<file path="src/rtl/npc_pkg.sv">
// rtl/npc_pkg.sv - shared defaults, field widths and next-PC source codes
package npc_pkg;

  localparam logic [31:0] RESET_PC_DEF = 32'h0000_3000;
  localparam logic [31:0] TRAP_PC_DEF  = 32'h0000_4180;
  localparam int          INDEX_W      = 26;

  typedef enum logic [2:0] {
    SRC_SEQ,
    SRC_BR,
    SRC_J,
    SRC_JR,
    SRC_RAS,
    SRC_EXC,
    SRC_HOLD
  } npc_src_e;

endpackage

</file>
<file path="src/rtl/ras_stack.sv">
// rtl/ras_stack.sv - circular return-address stack; a push while full overwrites the oldest entry
module ras_stack #(
  parameter int ADDR_W    = 32,
  parameter int RAS_DEPTH = 4
) (
  input  logic              clk,
  input  logic              rst,
  input  logic              push,
  input  logic              pop,
  input  logic [ADDR_W-1:0] push_data,
  output logic [ADDR_W-1:0] top,
  output logic              empty,
  output logic              full
);

  localparam int PW = (RAS_DEPTH > 1) ? $clog2(RAS_DEPTH) : 1;
  localparam int CW = $clog2(RAS_DEPTH + 1);

  logic [ADDR_W-1:0] mem [RAS_DEPTH];
  logic [PW-1:0]     ptr;
  logic [PW-1:0]     top_idx;
  logic [CW-1:0]     count;
  logic              do_pop;

  // ptr names the next free slot; once full it also names the oldest entry
  assign top_idx = ptr - PW'(1);
  assign top     = mem[top_idx];
  assign empty   = (count == '0);
  assign full    = (count == CW'(RAS_DEPTH));
  assign do_pop  = pop && !empty;

  always_ff @(posedge clk or posedge rst) begin
    if (rst) begin
      ptr   <= '0;
      count <= '0;
    end else if (push && !do_pop) begin
      ptr <= ptr + PW'(1);
      if (!full) count <= count + CW'(1);
    end else if (do_pop && !push) begin
      ptr   <= top_idx;
      count <= count - CW'(1);
    end
  end

  always_ff @(posedge clk) begin
    if (push) begin
      if (do_pop) mem[top_idx] <= push_data;
      else        mem[ptr]     <= push_data;
    end
  end

endmodule

</file>
<file path="src/rtl/npc_ras_unit.sv">
// rtl/npc_ras_unit.sv - next-PC arbitration, PC register and RAS-predicted returns
// Optional NPC_ALIGN_TRAP_EN: misaligned targets go to TRAP_PC and pulse misalign_trap.
module npc_ras_unit
  import npc_pkg::*;
#(
  parameter int              ADDR_W    = 32,
  parameter int              RAS_DEPTH = 4,
  parameter logic [ADDR_W-1:0] RESET_PC = ADDR_W'(RESET_PC_DEF),
  parameter logic [ADDR_W-1:0] TRAP_PC  = ADDR_W'(TRAP_PC_DEF)
) (
  input  logic               clk,
  input  logic               rst,
  input  logic               stall,
  input  logic               ex_redirect,
  input  logic [ADDR_W-1:0]  ex_redirect_pc,
  input  logic [ADDR_W-1:0]  id_pc_plus4,
  input  logic               id_jr,
  input  logic               id_jr_ra,
  input  logic [ADDR_W-1:0]  id_jr_target,
  input  logic               id_jump,
  input  logic [INDEX_W-1:0] id_instr_index,
  input  logic               id_branch_taken,
  input  logic [ADDR_W-1:0]  id_ext_imm,
  input  logic               id_push,
  output logic [ADDR_W-1:0]  pc_out,
  output logic [ADDR_W-1:0]  pc_plus4_out,
  output logic               ras_hit,
  output logic               ras_empty,
`ifdef NPC_ALIGN_TRAP_EN
  output logic               misalign_trap,
`endif
  output logic               ras_full
);

  if (RAS_DEPTH < 2 || (RAS_DEPTH & (RAS_DEPTH - 1)) != 0 || TRAP_PC[1:0] != 2'b00) begin : g_bad_cfg
    $error("npc_ras_unit: RAS_DEPTH must be a power of 2 >= 2 and TRAP_PC word aligned");
  end

  npc_src_e          next_src;
  logic [ADDR_W-1:0] raw_pc;
  logic [ADDR_W-1:0] next_pc;
  logic [ADDR_W-1:0] ras_top;
  logic              ras_push;

  assign pc_plus4_out = pc_out + ADDR_W'(4);

  always_comb begin
    next_src = SRC_SEQ;
    if (ex_redirect)          next_src = SRC_EXC;
    else if (stall)           next_src = SRC_HOLD;
    else if (id_jr)           next_src = (id_jr_ra && !ras_empty) ? SRC_RAS : SRC_JR;
    else if (id_jump)         next_src = SRC_J;
    else if (id_branch_taken) next_src = SRC_BR;
  end

  always_comb begin
    raw_pc = pc_plus4_out;
    case (next_src)
      SRC_EXC:  raw_pc = ex_redirect_pc;
      SRC_HOLD: raw_pc = pc_out;
      SRC_RAS:  raw_pc = ras_top;
      SRC_JR:   raw_pc = id_jr_target;
      SRC_J:    raw_pc = {id_pc_plus4[ADDR_W-1:28], id_instr_index, 2'b00};
      SRC_BR:   raw_pc = id_pc_plus4 + (id_ext_imm << 2);
      default:  raw_pc = pc_plus4_out;
    endcase
  end

  // A RAS hit is exactly the pop condition; stall and redirect already excluded by next_src
  assign ras_hit  = (next_src == SRC_RAS);
  assign ras_push = id_push && (next_src != SRC_EXC) && (next_src != SRC_HOLD);

  ras_stack #(
    .ADDR_W    (ADDR_W),
    .RAS_DEPTH (RAS_DEPTH)
  ) u_ras (
    .clk       (clk),
    .rst       (rst),
    .push      (ras_push),
    .pop       (ras_hit),
    .push_data (id_pc_plus4 + ADDR_W'(4)),
    .top       (ras_top),
    .empty     (ras_empty),
    .full      (ras_full)
  );

`ifdef NPC_ALIGN_TRAP_EN
  logic misaligned;
  assign misaligned = (raw_pc[1:0] != 2'b00);
  assign next_pc    = misaligned ? TRAP_PC : raw_pc;

  always_ff @(posedge clk or posedge rst) begin
    if (rst) begin
      pc_out        <= RESET_PC;
      misalign_trap <= 1'b0;
    end else begin
      pc_out        <= next_pc;
      misalign_trap <= misaligned;
    end
  end
`else
  assign next_pc = raw_pc & ~ADDR_W'(3);

  always_ff @(posedge clk or posedge rst) begin
    if (rst) pc_out <= RESET_PC;
    else     pc_out <= next_pc;
  end
`endif

endmodule

</file>
<file path="config.mk">
export PLATFORM = sky130hd
export DESIGN_NAME = npc_ras_unit
export DESIGN_NICKNAME = d
export VERILOG_FILES = /design/src/rtl/npc_pkg.sv /design/src/rtl/ras_stack.sv /design/src/rtl/npc_ras_unit.sv
export SDC_FILE = /design/constraint.sdc
export NUM_CORES = 1
export LEC_CHECK = 0
export ABC_AREA = 1
export CAP_MARGIN = 25
export CORE_MARGIN = 2
export CORE_UTILIZATION = 30
export DETAILED_ROUTE_END_ITERATION = 7
export SKIP_LAST_GASP = 1
export SYNTH_ARGS = -nofsm -noshare
export SYNTH_HDL_FRONTEND = slang
export SYNTH_SLANG_ARGS = --single-unit
</file>
<file path="constraint.sdc">
create_clock -name clk -period 5.05 [get_ports clk]
set_clock_uncertainty 0.1 [all_clocks]
set_input_delay 0.7575 -clock clk [delete_from_list [all_inputs] [get_ports clk]]
set_output_delay 0.7575 -clock clk [all_outputs]
set_load 0.01 [all_outputs]
</file>
Fig. 1: signal wires on met1
(2 px per µm) Supply wires on this layer in grey.
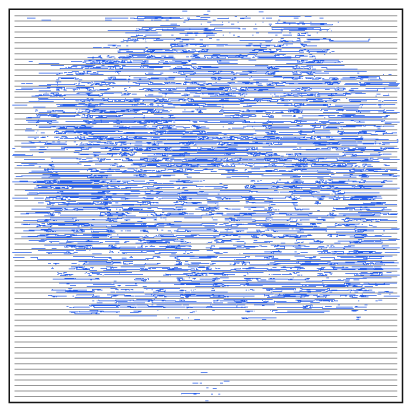
The layer carries 19200 µm of wire. 1740 nets have wire on it. The wires run mostly horizontal. The layer holds 46% of the routed length. The longest straight run is 93.8 µm.

Fig. 2: the metal 2 layer
(1.5 px per µm) Cells faint in the background.
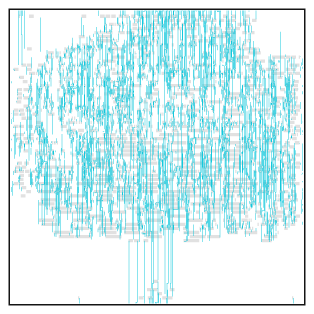
The wires run mostly vertical. The longest straight run is 109 µm. The layer holds 44% of the routed length. The layer carries 18500 µm of wire. 1480 nets have wire on it.

Fig. 3: met3 routing
(2 px per µm)
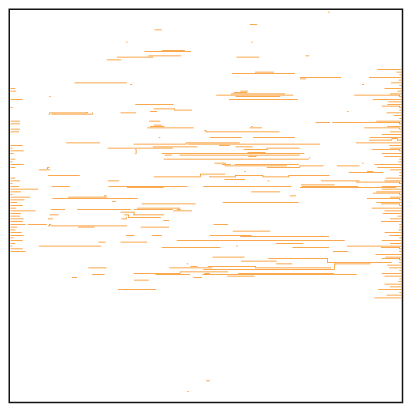
The wires run mostly horizontal. The layer holds 8.4% of the routed length. The layer carries 3550 µm of wire. The longest straight run is 83.7 µm.

Fig. 4: signal wires on met4
(2 px per µm) Supply wires on this layer in grey.
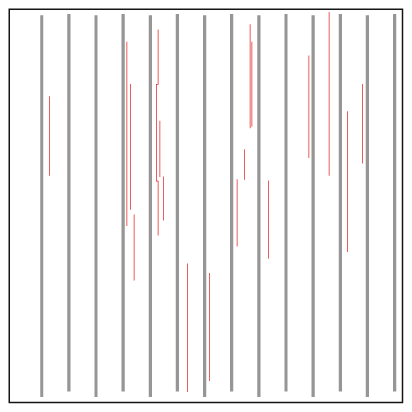
The layer carries 921 µm of wire. The wires run mostly vertical. The longest straight run is 91.8 µm.

Fig. 5: cell outlines without signal wires
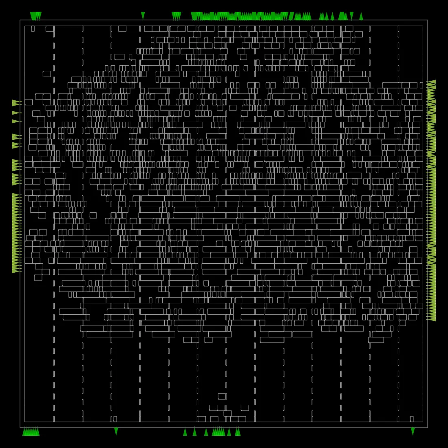
tap cell count: 468
fillcell total: 3791

==> job_summary.md <==
## Synthesis and layout report

| Metric | Value |
|---|---|
| Synth area leader | edfxtp_1 |
| CP delay by family, top | simple AND/OR/NAND/NOR gates |
| Non-clk buf share | 15.89% |
| Fin crit period | 3.673 ns |
| Crit. Startpoint | pc_out[2] |
| Top Registers | u_ras.mem: 120 flops, pc_out: 30 flops, u_ras.count: 3 flops |
| Status | finished clean |
| Setup Crit Path Kind | reg -> out |
| RSZ-0062 raised after global routing | false |
| Max IR drop VDD | 0.2438 mV |
| Stage-log warning count | 36 |
| Metal-1 WL | 19180 µm |
| Die Area | 38390 µm² |
| Seq area share | 31.37% |
| Crit path cell chain | ha_1 > nand3_2 > nor3_2 > nand4_1 > xnor2_1 > clkdlybuf4s50_1 |
| Routed wire length | 42120 µm |
| GRT met1 Usage | 30.52% |
| Final TNS setup | 0 ns |
| Placer Congestion | 0.9389 |
| First-pass GRT wire length | 62840 µm |
| Worst Setup Start Kind | flip-flop |
| Highest-count logic cell in the final layout | nand2_1 |
| Placed Cells incl. Taps | 2166 |
| Post-route DRC | 0 |
| Layout Utilization | 39.21% |
| DP Worst Slack | 0.9981 ns |
| Fin. Hold Viols | 0 |
| DR iter-0 viols | 1003 |
| Post-synthesis adder-cell area fraction | 4.325% |
| Top cells excl fill/tap | 496 x nand2_1, 217 x clkdlybuf4s50_1, 200 x inv_1 |
| Final Instance Area | 14290 µm² |
| EDFF count, synth | 120 |
| Crit. End Element | output pin |
| Met3 WL | 3549 µm |
| WP data arrival | 2.82 ns |
| Worst reg2reg path endpoint | pc_out[16] |
| Flop pwr share | 37.0% |
| Synth async-reset ratio | 22.58% |
| # clk buffers | 18 |
| Syn Inst Count | 1508 |
| Comb_multi_in | 1104 |
| Global route overflow | 0 |
| Worst Path Buf+Inv | 1 |
| Comb area | 5600 µm² |
| Area fraction in compound gates | 6.895% |
| Average size of a mapped cell | 7.329 µm² |
| Pwr per Cell Area | 310.2 nW/µm² |
| Worst r2r src | u_ras.ptr[1] |
| Placed cell area | 13720 µm² |
| Worst-Skew Late Latency | 0.43 ns |
| Layout Nets | 1917 |
| Worst-path cell with the longest stage delay | clkdlybuf4s50_1 |
| Logic pwr share | 35.0% |
| Reg area | 4482 µm² |
| Setup Buffers After CTS | 0 |
| Routed wl met2 | 18470 µm |
| GRT busiest layer | met2 |
| Final total power | 4431 µW |
| Register share after synthesis | 40.55% |
| Die width | 195.9 µm |
| Seq_cells | 155 |
No activity file was given, so power comes from the tool's default toggle rates.
